--- src/rtl/spi_alu_slave_if.sv ---
// SPI bus bundle shared by the SPI peripherals on this port; the slave drives only miso.
interface spi_alu_slave_if;
  logic nss;
  logic sclk;
  logic mosi;
  logic miso;

  modport slave  (input nss, input sclk, input mosi, output miso);
  modport master (output nss, output sclk, output mosi, input miso);
endinterface

--- src/rtl/spi_alu_slave.sv ---
// SPI mode-0 slave ALU: receives opcode, A and B MSB-first, then returns a WIDTH-bit result.
// Define SPI_ALU_SIGNED_EN to add MULHS (1011) and SRA (0111).
module spi_alu_slave #(
  parameter int unsigned WIDTH    = 32,
  parameter int unsigned OPW      = 4,
  parameter int unsigned SYNC_FFS = 2
) (
  input  logic           clock,
  input  logic           reset,
  spi_alu_slave_if.slave spi_if,
  output logic           busy,
  output logic           done,
  output logic           err
);
  localparam int unsigned CW = $clog2(WIDTH + 1);
  localparam int unsigned SW = $clog2(WIDTH);

  localparam logic [OPW-1:0] OpAdd   = OPW'(4'h0);
  localparam logic [OPW-1:0] OpSub   = OPW'(4'h1);
  localparam logic [OPW-1:0] OpAnd   = OPW'(4'h2);
  localparam logic [OPW-1:0] OpOr    = OPW'(4'h3);
  localparam logic [OPW-1:0] OpXor   = OPW'(4'h4);
  localparam logic [OPW-1:0] OpShl   = OPW'(4'h5);
  localparam logic [OPW-1:0] OpShr   = OPW'(4'h6);
  localparam logic [OPW-1:0] OpMul   = OPW'(4'h9);
  localparam logic [OPW-1:0] OpMulhu = OPW'(4'hA);
`ifdef SPI_ALU_SIGNED_EN
  localparam logic [OPW-1:0] OpSra   = OPW'(4'h7);
  localparam logic [OPW-1:0] OpMulhs = OPW'(4'hB);
`endif

  typedef enum logic [2:0] {
    StIdle, StRxOp, StRxA, StRxB, StExec, StTx, StWaitNss
  } state_e;

  state_e              state_q, state_d;
  logic [SYNC_FFS-1:0] nss_sync_q, nss_sync_d;
  logic [SYNC_FFS-1:0] sclk_sync_q, sclk_sync_d;
  logic [SYNC_FFS-1:0] mosi_sync_q, mosi_sync_d;
  logic                sclk_last_q;
  logic [CW-1:0]       cnt_q, cnt_d;
  logic [WIDTH-1:0]    shift_q, shift_d;
  logic [OPW-1:0]      op_q, op_d;
  logic [WIDTH-1:0]    a_q, a_d, b_q, b_d, tx_q, tx_d;
  logic                done_q, done_d, err_q, err_d;

  logic nss_s, sclk_s, mosi_s, sclk_rise, sclk_fall;

  assign nss_sync_d  = {nss_sync_q[SYNC_FFS-2:0], spi_if.nss};
  assign sclk_sync_d = {sclk_sync_q[SYNC_FFS-2:0], spi_if.sclk};
  assign mosi_sync_d = {mosi_sync_q[SYNC_FFS-2:0], spi_if.mosi};
  assign nss_s       = nss_sync_q[SYNC_FFS-1];
  assign sclk_s      = sclk_sync_q[SYNC_FFS-1];
  assign mosi_s      = mosi_sync_q[SYNC_FFS-1];
  assign sclk_rise   = sclk_s & ~sclk_last_q;
  assign sclk_fall   = ~sclk_s & sclk_last_q;

  logic [2*WIDTH-1:0] prod_u;
  logic [SW-1:0]      sh;
  logic [WIDTH-1:0]   result;
  logic               result_bad;

  assign sh     = b_q[SW-1:0];
  assign prod_u = {{WIDTH{1'b0}}, a_q} * {{WIDTH{1'b0}}, b_q};
`ifdef SPI_ALU_SIGNED_EN
  // Low 2*WIDTH bits of the sign-extended product equal the signed product.
  logic [2*WIDTH-1:0] prod_s;
  assign prod_s = {{WIDTH{a_q[WIDTH-1]}}, a_q} * {{WIDTH{b_q[WIDTH-1]}}, b_q};
`endif

  always_comb begin
    result     = '0;
    result_bad = 1'b0;
    case (op_q)
      OpAdd:   result = a_q + b_q;
      OpSub:   result = a_q - b_q;
      OpAnd:   result = a_q & b_q;
      OpOr:    result = a_q | b_q;
      OpXor:   result = a_q ^ b_q;
      OpShl:   result = a_q << sh;
      OpShr:   result = a_q >> sh;
      OpMul:   result = prod_u[WIDTH-1:0];
      OpMulhu: result = prod_u[2*WIDTH-1:WIDTH];
`ifdef SPI_ALU_SIGNED_EN
      OpSra:   result = $signed(a_q) >>> sh;
      OpMulhs: result = prod_s[2*WIDTH-1:WIDTH];
`endif
      default: result_bad = 1'b1;
    endcase
  end

  logic [WIDTH-1:0] shift_in;

  always_comb begin
    state_d  = state_q;
    cnt_d    = cnt_q;
    shift_d  = shift_q;
    op_d     = op_q;
    a_d      = a_q;
    b_d      = b_q;
    tx_d     = tx_q;
    done_d   = 1'b0;
    err_d    = err_q;
    shift_in = {shift_q[WIDTH-2:0], mosi_s};
    if (state_q != StIdle && nss_s) begin
      state_d = StIdle;
    end else begin
      unique case (state_q)
        StIdle: begin
          if (!nss_s) begin
            state_d = StRxOp;
            cnt_d   = '0;
            shift_d = '0;
            err_d   = 1'b0;
          end
        end
        StRxOp, StRxA, StRxB: begin
          if (sclk_rise) begin
            shift_d = shift_in;
            cnt_d   = cnt_q + 1'b1;
            if (state_q == StRxOp && cnt_q == CW'(OPW - 1)) begin
              op_d    = shift_in[OPW-1:0];
              state_d = StRxA;
            end else if (state_q == StRxA && cnt_q == CW'(WIDTH - 1)) begin
              a_d     = shift_in;
              state_d = StRxB;
            end else if (state_q == StRxB && cnt_q == CW'(WIDTH - 1)) begin
              b_d     = shift_in;
              state_d = StExec;
            end
            if (state_d != state_q) begin
              shift_d = '0;
              cnt_d   = '0;
            end
          end
        end
        StExec: begin
          tx_d    = result;
          err_d   = result_bad;
          cnt_d   = '0;
          state_d = StTx;
        end
        StTx: begin
          // The first fall is the trailing edge of the last B bit; MSB must survive it.
          if (sclk_fall) begin
            cnt_d = cnt_q + 1'b1;
            if (cnt_q != '0) tx_d = {tx_q[WIDTH-2:0], 1'b0};
            if (cnt_q == CW'(WIDTH)) begin
              done_d  = 1'b1;
              state_d = StWaitNss;
            end
          end
        end
        StWaitNss: state_d = StWaitNss;
        default:   state_d = StIdle;
      endcase
    end
  end

  always_ff @(posedge clock) begin
    if (reset) begin
      state_q     <= StIdle;
      nss_sync_q  <= '1;
      sclk_sync_q <= '0;
      mosi_sync_q <= '0;
      sclk_last_q <= 1'b0;
      cnt_q       <= '0;
      shift_q     <= '0;
      op_q        <= '0;
      a_q         <= '0;
      b_q         <= '0;
      tx_q        <= '0;
      done_q      <= 1'b0;
      err_q       <= 1'b0;
    end else begin
      state_q     <= state_d;
      nss_sync_q  <= nss_sync_d;
      sclk_sync_q <= sclk_sync_d;
      mosi_sync_q <= mosi_sync_d;
      sclk_last_q <= sclk_s;
      cnt_q       <= cnt_d;
      shift_q     <= shift_d;
      op_q        <= op_d;
      a_q         <= a_d;
      b_q         <= b_d;
      tx_q        <= tx_d;
      done_q      <= done_d;
      err_q       <= err_d;
    end
  end

  assign spi_if.miso = (state_q == StTx) ? tx_q[WIDTH-1] : 1'b0;
  assign busy        = (state_q != StIdle);
  assign done        = done_q;
  assign err         = err_q;

endmodule
--- src/flat_wrapper.sv ---
// flat-port wrapper written by rule: the top's interface ports become plain ports
module spi_alu_slave_flat 
#(
  parameter int unsigned WIDTH    = 32,
  parameter int unsigned OPW      = 4,
  parameter int unsigned SYNC_FFS = 2
)
  (clock, reset, busy, done, err, spi_if_nss, spi_if_sclk, spi_if_mosi, spi_if_miso);
  spi_alu_slave_if spi_if_i ();
  input  logic clock;
  input  logic reset;
  output logic busy;
  output logic done;
  output logic err;
  input wire logic [$bits(spi_if_i.nss)-1:0] spi_if_nss;
  input wire logic [$bits(spi_if_i.sclk)-1:0] spi_if_sclk;
  input wire logic [$bits(spi_if_i.mosi)-1:0] spi_if_mosi;
  output wire logic [$bits(spi_if_i.miso)-1:0] spi_if_miso;
  assign spi_if_i.nss = spi_if_nss;
  assign spi_if_i.sclk = spi_if_sclk;
  assign spi_if_i.mosi = spi_if_mosi;
  assign spi_if_miso = spi_if_i.miso;
  spi_alu_slave #(.WIDTH(WIDTH), .OPW(OPW), .SYNC_FFS(SYNC_FFS)) u_core (.clock(clock), .reset(reset), .spi_if(spi_if_i), .busy(busy), .done(done), .err(err));
endmodule
--- config.mk ---
export PLATFORM = sky130hd
export DESIGN_NAME = spi_alu_slave_flat
export DESIGN_NICKNAME = d
export VERILOG_FILES = /design/src/rtl/spi_alu_slave_if.sv /design/src/rtl/spi_alu_slave.sv /design/src/flat_wrapper.sv
export SDC_FILE = /design/constraint.sdc
export NUM_CORES = 2
export LEC_CHECK = 0
export CAP_MARGIN = 20
export CORE_ASPECT_RATIO = 0.75
export CORE_MARGIN = 3
export CORE_UTILIZATION = 55
export DETAILED_ROUTE_END_ITERATION = 10
export PLACE_DENSITY = 0.8
export SYNTH_ARGS = -nofsm -noshare
export SYNTH_HDL_FRONTEND = slang
export SYNTH_SLANG_ARGS = --single-unit
--- constraint.sdc ---
create_clock -name clock -period 8.8 [get_ports clock]
set_input_delay 2.64 -clock clock [delete_from_list [all_inputs] [get_ports clock]]
set_output_delay 2.64 -clock clock [all_outputs]
set_load 0.02 [all_outputs]
Fig. 1: wires at chosen ports, followed through buffers
Bar = 100 um.
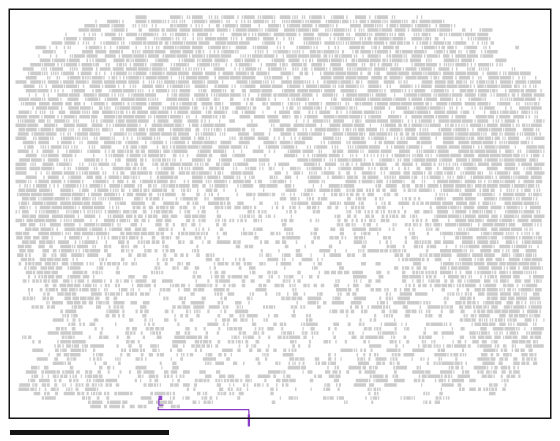
| color | port | bits | direction | edge | end cells | buffers | wire |
|---|---|---|---|---|---|---|---|
| purple | spi_if_nss | 1 | input | bottom | 1 | 1 | 70.2 um |

Fig. 2: cells colored by class
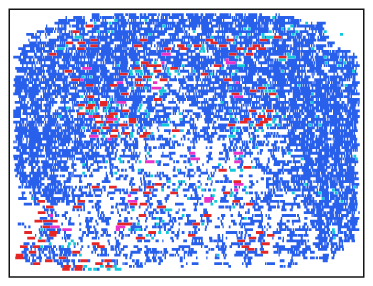
| color | class | cells |
|---|---|---|
| red | flip-flops | 149 |
| cyan | other buffers and delay cells | 249 |
| blue | all other logic | 5,112 |
| magenta | clock drivers and dummy loads | 32 |

Fig. 3: track usage over the die
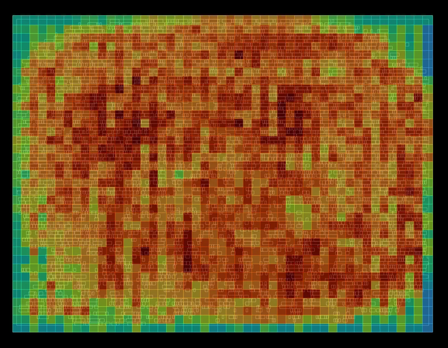
gr busiest metal: met1
grt met1 use: 62.1%
M3 GR Usage: 17.7%

==> flow_summary.ini <==
; yosys + openroad results
[outcome]
status = finished, final reports clean

[synth]
ff_type = dfxtp_1
synth_flops = 149
postSynthSeqShare_pct = 6.50
syn_avg_cell_area_um2 = 8.13
top_cells_by_area = fa_1 39%, ha_1 9.9%, inv_1 7.6%
synthSimpleGateAreaFrac_pct = 16.9
synthArstFlopShare_pct = 0

[flow_run]
warnings = 61

[clock_tree]
cts_tree = done
cts-root-buf = clkbuf_16

[place]
io_buffers = 8

[sta]
fin_setup_tns_ps = 0
fin_ws_ps = 223
relSlewSlack_pct = 19.1
final_hold_viol_count = 0
rsz0062_at_grt = false

[floorplanning]
boundaryPins = 9
fp-utilization_pct = 55.6

[worst_setup_path]
max_stage_delay_ps = 590
r2r_setup_slack_ps = 220
path_class = reg2reg
rr_worst_depth = 27
worstReg2RegEnd = u_core.tx_q[28]
path_delay_family = adder cells

[global_route]
antenna_found_initial = 11
grt_pass1_wl_um = 287000

[cells_and_area]
top_regs = u_core.a_q: 32 flops, u_core.b_q: 32 flops, u_core.tx_q: 32 flops
syn2layout_area_growth_pct = 5.77

[routing]
drc_errors = 0
drtIter0Drc = 5729

[power]
p_per_area_nw_per_um2 = 31.3
Fig. 4: clock wires, drivers and flops
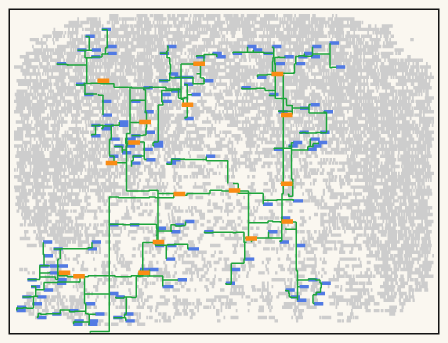
[blue] flip-flops | count: 149
[orange] cells driving clock nets | count: 17
[green] clock wires | length: 3,030 um
routed clock nets: 18
Clock Skew: 23.6 ps
insertion delay at the late pin of the worst-skew pair: 510 ps

Fig. 5: wiring by layer
Two of the layers only.
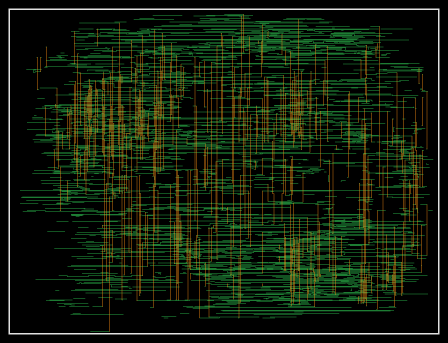
| color | layer | wire length |
|---|---|---|
| green | met3 | 31.9 mm |
| orange | met4 | 12,600 um |
Vias: 42,900
GR Util All Layers: 45.0%
wire per inst: 29.2 um
final wirelength: 194,000 um

area by class of cell:
class	instances	area [um^2]	share of cell area [%]
Sequential cell	149	3000	6.18
Tap cell	1116	1400	2.88
Antenna cell	8	20.0	0.0413
Multi-Input combinational cell	4159	37900	78.1
Clock inverter	15	173	0.356
Timing Repair Buffer	249	2020	4.17
Clock buffer	17	425	0.877
Inverter	953	3580	7.38
synthesized netlist by cell type (all sizes together) (27+ instances only):
master / count
o22ai: 28
inv: 934
a21o: 42
a211oi: 27
mux2i: 63
o21ai: 163
nand4: 33
xnor2: 71
a21oi: 290
xor2: 32
a31oi: 32
ha: 362
a22oi: 45
a221oi: 44
and3: 30
nor2: 850
mux4: 38
nand2: 730
buf: 95
dfxtp: 149
nand3: 53
clkbuf: 288
nor3: 45
fa: 897
power groups by stage:
| stage | sequential, mW | clock [mW] | combinational, mW |
|---|---|---|---|
| 5_1_grt | 0.677 | 0.830 | 0.0318 |
| 6_report | 0.677 | 0.810 | 0.0308 |
| 2_1_floorplan | 0.692 | 0 | 0.0179 |
| 3_3_place_gp | 0.692 | 0 | 0.0291 |
| 3_5_place_dp | 0.692 | 0 | 0.0294 |
| 4_1_cts | 0.677 | 0.807 | 0.0295 |
through the flow:
| stage | cell area (um^2) | hold slack, ps | power, mW |
|---|---|---|---|
| final | 48500 | 442 | 1.52 |
| after global routing | 48500 | 471 | 1.54 |
| after CTS | 48500 | 445 | 1.51 |
| after detailed placement | 47900 | 426 | 0.722 |
| after global placement | 47900 | 399 | 0.721 |
| after floorplan | 45900 | 389 | 0.710 |
metal layers:
metal	global-route usage (%)	wire length (um)
met1	62.1	73600
met4	23.1	12600
met5	0	173
met3	17.7	31900
met2	60.9	76100
No activity file was given, so power comes from the tool's default toggle rates.
